--- config.mk ---
export PLATFORM = sky130hd
export DESIGN_NAME = encoder_pos_ctrl_flat
export DESIGN_NICKNAME = d
export VERILOG_FILES = /design/src/rtl/encoder_pos_ctrl_if.sv /design/src/rtl/encoder_pos_ctrl.sv /design/src/flat_wrapper.sv
export SDC_FILE = /design/constraint.sdc
export NUM_CORES = 1
export LEC_CHECK = 0
export ABC_AREA = 0
export CAP_MARGIN = 40
export CORE_UTILIZATION = 40
export DETAILED_ROUTE_END_ITERATION = 12
export REMOVE_ABC_BUFFERS = 1
export SLEW_MARGIN = 20
export SYNTH_ARGS = -nofsm -noshare
export SYNTH_HDL_FRONTEND = slang
export SYNTH_SLANG_ARGS = --single-unit
--- constraint.sdc ---
create_clock -name clk -period 8.5 [get_ports clk]
set_clock_uncertainty 0.05 [all_clocks]
set_input_delay 2.125 -clock clk [delete_from_list [all_inputs] [get_ports clk]]
set_output_delay 2.125 -clock clk [all_outputs]
set_load 0.005 [all_outputs]
--- src/rtl/encoder_pos_ctrl_if.sv ---
// Handshake/status bundle between the encoder step source, the motion logic
// and encoder_pos_ctrl. The master drives the step, index and command inputs.
interface encoder_pos_ctrl_if #(
  parameter int POS_W = 16,
  parameter int VEL_W = 12
);
  logic                    plus1;
  logic                    minus1;
  logic                    index;
  logic                    home_req;
  logic                    clear_fault;
  logic signed [POS_W-1:0] position;
  logic signed [VEL_W-1:0] velocity;
  logic                    vel_valid;
  logic [1:0]              state;
  logic                    homed;
  logic                    fault;
  logic                    glitch;

  modport master (
    output plus1, minus1, index, home_req, clear_fault,
    input  position, velocity, vel_valid, state, homed, fault, glitch
  );

  modport slave (
    input  plus1, minus1, index, home_req, clear_fault,
    output position, velocity, vel_valid, state, homed, fault, glitch
  );
endinterface

--- src/rtl/encoder_pos_ctrl.sv ---
// Absolute position tracking from encoder step pulses, index-based homing with
// timeout, soft travel limits in TRACK, and a windowed net-step velocity.
module encoder_pos_ctrl #(
  parameter int POS_W   = 16,
  parameter int VEL_W   = 12,
  parameter int VEL_WIN = 1000,
  parameter int POS_MAX = 30000,
  parameter int POS_MIN = -30000,
  parameter int HOME_TO = 100000
) (
  input  logic              clk,
  input  logic              reset,
  encoder_pos_ctrl_if.slave bus
);
  localparam int TO_W  = $clog2(HOME_TO + 1);
  localparam int WIN_W = $clog2(VEL_WIN);
  localparam logic signed [POS_W:0] MAX_EXT  = (POS_W+1)'(POS_MAX);
  localparam logic signed [POS_W:0] MIN_EXT  = (POS_W+1)'(POS_MIN);
  localparam logic signed [VEL_W:0] VMAX_EXT = {2'b00, {(VEL_W-1){1'b1}}};
  localparam logic signed [VEL_W:0] VMIN_EXT = {2'b11, {(VEL_W-1){1'b0}}};

  typedef enum logic [1:0] {IDLE = 2'd0, HOMING = 2'd1, TRACK = 2'd2, FAULT = 2'd3} state_t;

  state_t                  cur_state;
  state_t                  nxt_state;
  logic signed [1:0]       step;
  logic                    glitch_now;
  logic                    index_q;
  logic                    idx_rise;
  logic signed [POS_W:0]   pos_sum;
  logic                    over_max;
  logic                    limit_hit;
  logic                    timeout;
  logic signed [VEL_W:0]   vel_sum;
  logic signed [VEL_W-1:0] vel_sat;
  logic signed [POS_W-1:0] pos_q;
  logic signed [VEL_W-1:0] acc_q;
  logic signed [VEL_W-1:0] vel_q;
  logic                    vel_valid_q;
  logic                    homed_q;
  logic                    glitch_q;
  logic [TO_W-1:0]         to_cnt;
  logic [WIN_W-1:0]        win_cnt;

  // Simultaneous plus1/minus1 is ambiguous, so it counts as no movement.
  always_comb begin
    step = 2'sd0;
    if (bus.plus1 && !bus.minus1) step = 2'sd1;
    else if (bus.minus1 && !bus.plus1) step = -2'sd1;
  end

  assign glitch_now = bus.plus1 & bus.minus1;
  assign idx_rise   = bus.index & ~index_q;
  // One guard bit so an out-of-range sum is seen before it could wrap.
  assign pos_sum    = {pos_q[POS_W-1], pos_q} + {{(POS_W-1){step[1]}}, step};
  assign over_max   = pos_sum > MAX_EXT;
  assign limit_hit  = over_max || (pos_sum < MIN_EXT);
  assign timeout    = (to_cnt == TO_W'(HOME_TO - 1));
  assign vel_sum    = {acc_q[VEL_W-1], acc_q} + {{(VEL_W-1){step[1]}}, step};

  always_comb begin
    vel_sat = vel_sum[VEL_W-1:0];
    if (vel_sum > VMAX_EXT) vel_sat = VMAX_EXT[VEL_W-1:0];
    else if (vel_sum < VMIN_EXT) vel_sat = VMIN_EXT[VEL_W-1:0];
  end

  always_ff @(posedge clk) begin
    if (reset) cur_state <= IDLE;
    else       cur_state <= nxt_state;
  end

  // An index edge beats a homing timeout landing on the same cycle.
  always_comb begin
    nxt_state = cur_state;
    case (cur_state)
      IDLE:    if (bus.home_req) nxt_state = HOMING;
      HOMING:  if (idx_rise) nxt_state = TRACK;
               else if (timeout) nxt_state = FAULT;
      TRACK:   if (limit_hit) nxt_state = FAULT;
               else if (bus.home_req) nxt_state = HOMING;
      default: if (bus.clear_fault) nxt_state = IDLE;
    endcase
  end

  always_comb begin
    bus.state = cur_state;
    bus.fault = (cur_state == FAULT);
  end

  always_ff @(posedge clk) begin
    if (reset) begin
      pos_q    <= '0;
      homed_q  <= 1'b0;
      glitch_q <= 1'b0;
      index_q  <= 1'b0;
      to_cnt   <= '0;
    end else begin
      index_q <= bus.index;
      if (glitch_now) glitch_q <= 1'b1;
      if (nxt_state == HOMING && (cur_state != HOMING || bus.home_req)) to_cnt <= '0;
      else if (cur_state == HOMING) to_cnt <= to_cnt + 1'b1;
      case (cur_state)
        IDLE:   pos_q <= pos_sum[POS_W-1:0];
        HOMING: pos_q <= idx_rise ? '0 : pos_sum[POS_W-1:0];
        TRACK:  if (limit_hit) pos_q <= over_max ? MAX_EXT[POS_W-1:0] : MIN_EXT[POS_W-1:0];
                else pos_q <= pos_sum[POS_W-1:0];
        default: pos_q <= pos_q;
      endcase
      if (nxt_state == FAULT) homed_q <= 1'b0;
      else if (cur_state == HOMING && idx_rise) homed_q <= 1'b1;
    end
  end

  always_ff @(posedge clk) begin
    if (reset) begin
      win_cnt     <= '0;
      acc_q       <= '0;
      vel_q       <= '0;
      vel_valid_q <= 1'b0;
    end else if (win_cnt == WIN_W'(VEL_WIN - 1)) begin
      win_cnt     <= '0;
      acc_q       <= '0;
      vel_q       <= vel_sat;
      vel_valid_q <= 1'b1;
    end else begin
      win_cnt     <= win_cnt + 1'b1;
      acc_q       <= vel_sat;
      vel_valid_q <= 1'b0;
    end
  end

  assign bus.position  = pos_q;
  assign bus.velocity  = vel_q;
  assign bus.vel_valid = vel_valid_q;
  assign bus.homed     = homed_q;
  assign bus.glitch    = glitch_q;
endmodule

--- src/flat_wrapper.sv ---
// flat-port wrapper written by rule: the top's interface ports become plain ports
module encoder_pos_ctrl_flat 
#(
  parameter int POS_W   = 16,
  parameter int VEL_W   = 12,
  parameter int VEL_WIN = 1000,
  parameter int POS_MAX = 30000,
  parameter int POS_MIN = -30000,
  parameter int HOME_TO = 100000
)
  (clk, reset, bus_plus1, bus_minus1, bus_index, bus_home_req, bus_clear_fault, bus_position, bus_velocity, bus_vel_valid, bus_state, bus_homed, bus_fault, bus_glitch);
  encoder_pos_ctrl_if #(.POS_W(POS_W), .VEL_W(VEL_W)) bus_i ();
  input  logic clk;
  input  logic reset;
  input wire logic [$bits(bus_i.plus1)-1:0] bus_plus1;
  input wire logic [$bits(bus_i.minus1)-1:0] bus_minus1;
  input wire logic [$bits(bus_i.index)-1:0] bus_index;
  input wire logic [$bits(bus_i.home_req)-1:0] bus_home_req;
  input wire logic [$bits(bus_i.clear_fault)-1:0] bus_clear_fault;
  output wire logic [$bits(bus_i.position)-1:0] bus_position;
  output wire logic [$bits(bus_i.velocity)-1:0] bus_velocity;
  output wire logic [$bits(bus_i.vel_valid)-1:0] bus_vel_valid;
  output wire logic [$bits(bus_i.state)-1:0] bus_state;
  output wire logic [$bits(bus_i.homed)-1:0] bus_homed;
  output wire logic [$bits(bus_i.fault)-1:0] bus_fault;
  output wire logic [$bits(bus_i.glitch)-1:0] bus_glitch;
  assign bus_i.plus1 = bus_plus1;
  assign bus_i.minus1 = bus_minus1;
  assign bus_i.index = bus_index;
  assign bus_i.home_req = bus_home_req;
  assign bus_i.clear_fault = bus_clear_fault;
  assign bus_position = bus_i.position;
  assign bus_velocity = bus_i.velocity;
  assign bus_vel_valid = bus_i.vel_valid;
  assign bus_state = bus_i.state;
  assign bus_homed = bus_i.homed;
  assign bus_fault = bus_i.fault;
  assign bus_glitch = bus_i.glitch;
  encoder_pos_ctrl #(.POS_W(POS_W), .VEL_W(VEL_W), .VEL_WIN(VEL_WIN), .POS_MAX(POS_MAX), .POS_MIN(POS_MIN), .HOME_TO(HOME_TO)) u_core (.clk(clk), .reset(reset), .bus(bus_i));
endmodule
==> flow_metrics.tcl <==
# flow metrics
set metrics [dict create \
    hp-start "u_core.bus.velocity[10]" \
    syn_avg_cell_area_sq_um 7.841 \
    dp_hpwl_microns 9444 \
    reg2reg_setup_slack_ps 4440 \
    status "finished clean" \
    vias 4788 \
    crit_start "bus_minus1" \
    yosysTopAreaCell "dfxtp_1" \
    tritoncts "built" \
    p_int_mw 0.9333 \
    vias_per_cell 5.741 \
    antenna_cells 0 \
    hold_violations 0 \
    numCtsBuffers 9 \
    xor_area_share_pct 11.27 \
    cts_root_buf "clkbuf_16" \
    critPathKind "in2reg" \
    ys_cells 644 \
    synth_top_flop_cell "dfxtp_1" \
    ys_top_cells_by_count "73 x dfxtp_1, 69 x nor2_1, 42 x nand2_1" \
    ys_sh_adder_pct 3.964 \
    r2r_cells 11 \
    synth-edff-count 0 \
    grt_max_degree 43 \
    antenna_left 0 \
    r2r_start "u_core.bus.position[0]" \
    drt_iter0_drc 259 \
    rsz0062_at_grt "false" \
    core_sq_um 12160 \
    fmax_mhz 145.6 \
    swShare_pct 37.39 \
    portBuffers 40 \
    slew_viol_final 0 \
    ctsResizeCount 0 \
]
## layout make-up
type	instances	area, sq um
clock inverters	4	98.84
inverters	29	108.9
multi-input cells	503	3311
well taps	168	210.2
flip-flops and latches	73	1461
repair buffers	45	442.9
fillers	1200	6272
clock buffers	12	256.5
## routing by layer
| metal | share of wire, % | vias up | wire length, microns | global-route usage (%) |
|---|---|---|---|---|
| li1 | - | 2375 | - | - |
| met1 | 46 | 2268 | 6061 | 28.76 |
| met2 | 46 | 131 | 5994 | 33.01 |
| met3 | 6.1 | 14 | 802 | 3.335 |
| met4 | 1.5 | 0 | 193 | 7.965 |
| met5 | 0 | - | 0 | 0 |
## kinds of logic after synthesis
family	count (synthesis)
AND/OR/NAND/NOR	245
AND-OR/OR-AND	172
flip-flops	73
buffers and inverters	68
XOR/XNOR	65
adder cells (fa/ha/maj)	16
multiplexers	5
## flip-flops by register name (all words and copies together) (netlist names)
register / cells
u_core.bus.position: 16
u_core.win_cnt: 10
u_core.bus.homed: 1
u_core.to_cnt: 17
u_core.bus.velocity: 12
u_core.bus.glitch: 1
u_core.acc_q: 12
u_core.bus.vel_valid: 1
u_core.bus.state: 2
u_core.index_q: 1
## through the flow
| step | instance area (sq um) | total power, mW | std cells | hold WS (ps) | worst slack, ps |
|---|---|---|---|---|---|
| after global routing | 5889 | 1.591 | 834 | 436.8 | 1364 |
| final | 5889 | 1.491 | 834 | 401.0 | 1630 |
| after detailed placement | 5534 | 1.038 | 818 | 392.9 | 1282 |
| after floorplan | 4878 | 0.8654 | 605 | 380.2 | 1289 |
| after global placement | 5514 | 1.026 | 816 | 391.4 | 1364 |
| after CTS | 5889 | 1.496 | 834 | 406.5 | 1609 |
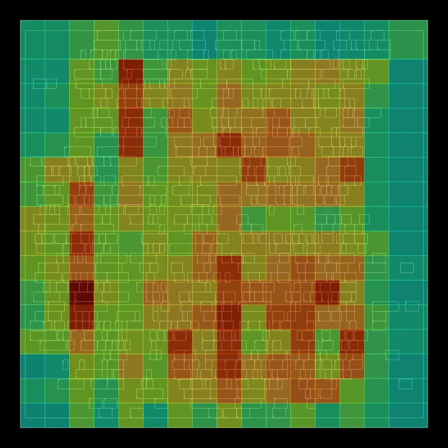
Figure 1: congestion heat map.
GRT Total Usage: 20.97%
routed len/inst: 15.65 microns
global routing usage on met2: 33.01%
busiest grt layer: met2

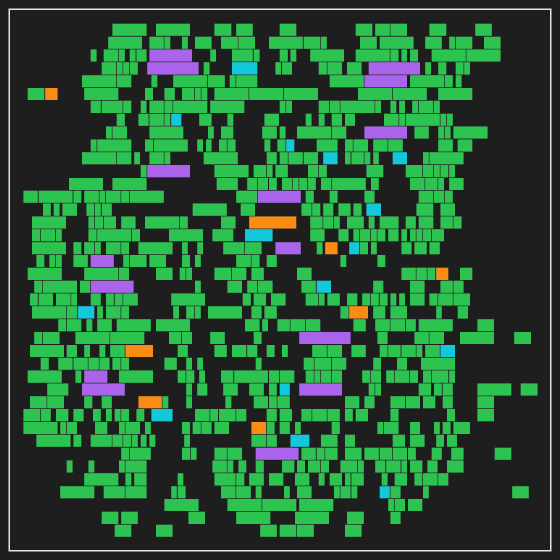
Figure 2: cells by drive strength.
Key: purple = drive 6 and up [cells 15]; orange = drive 3 to 4 [cells 8]; green = drive 1 or less [cells 628]; cyan = drive 2 [cells 15]

Power figures rest on the tool's default switching activity, not on a simulated workload.
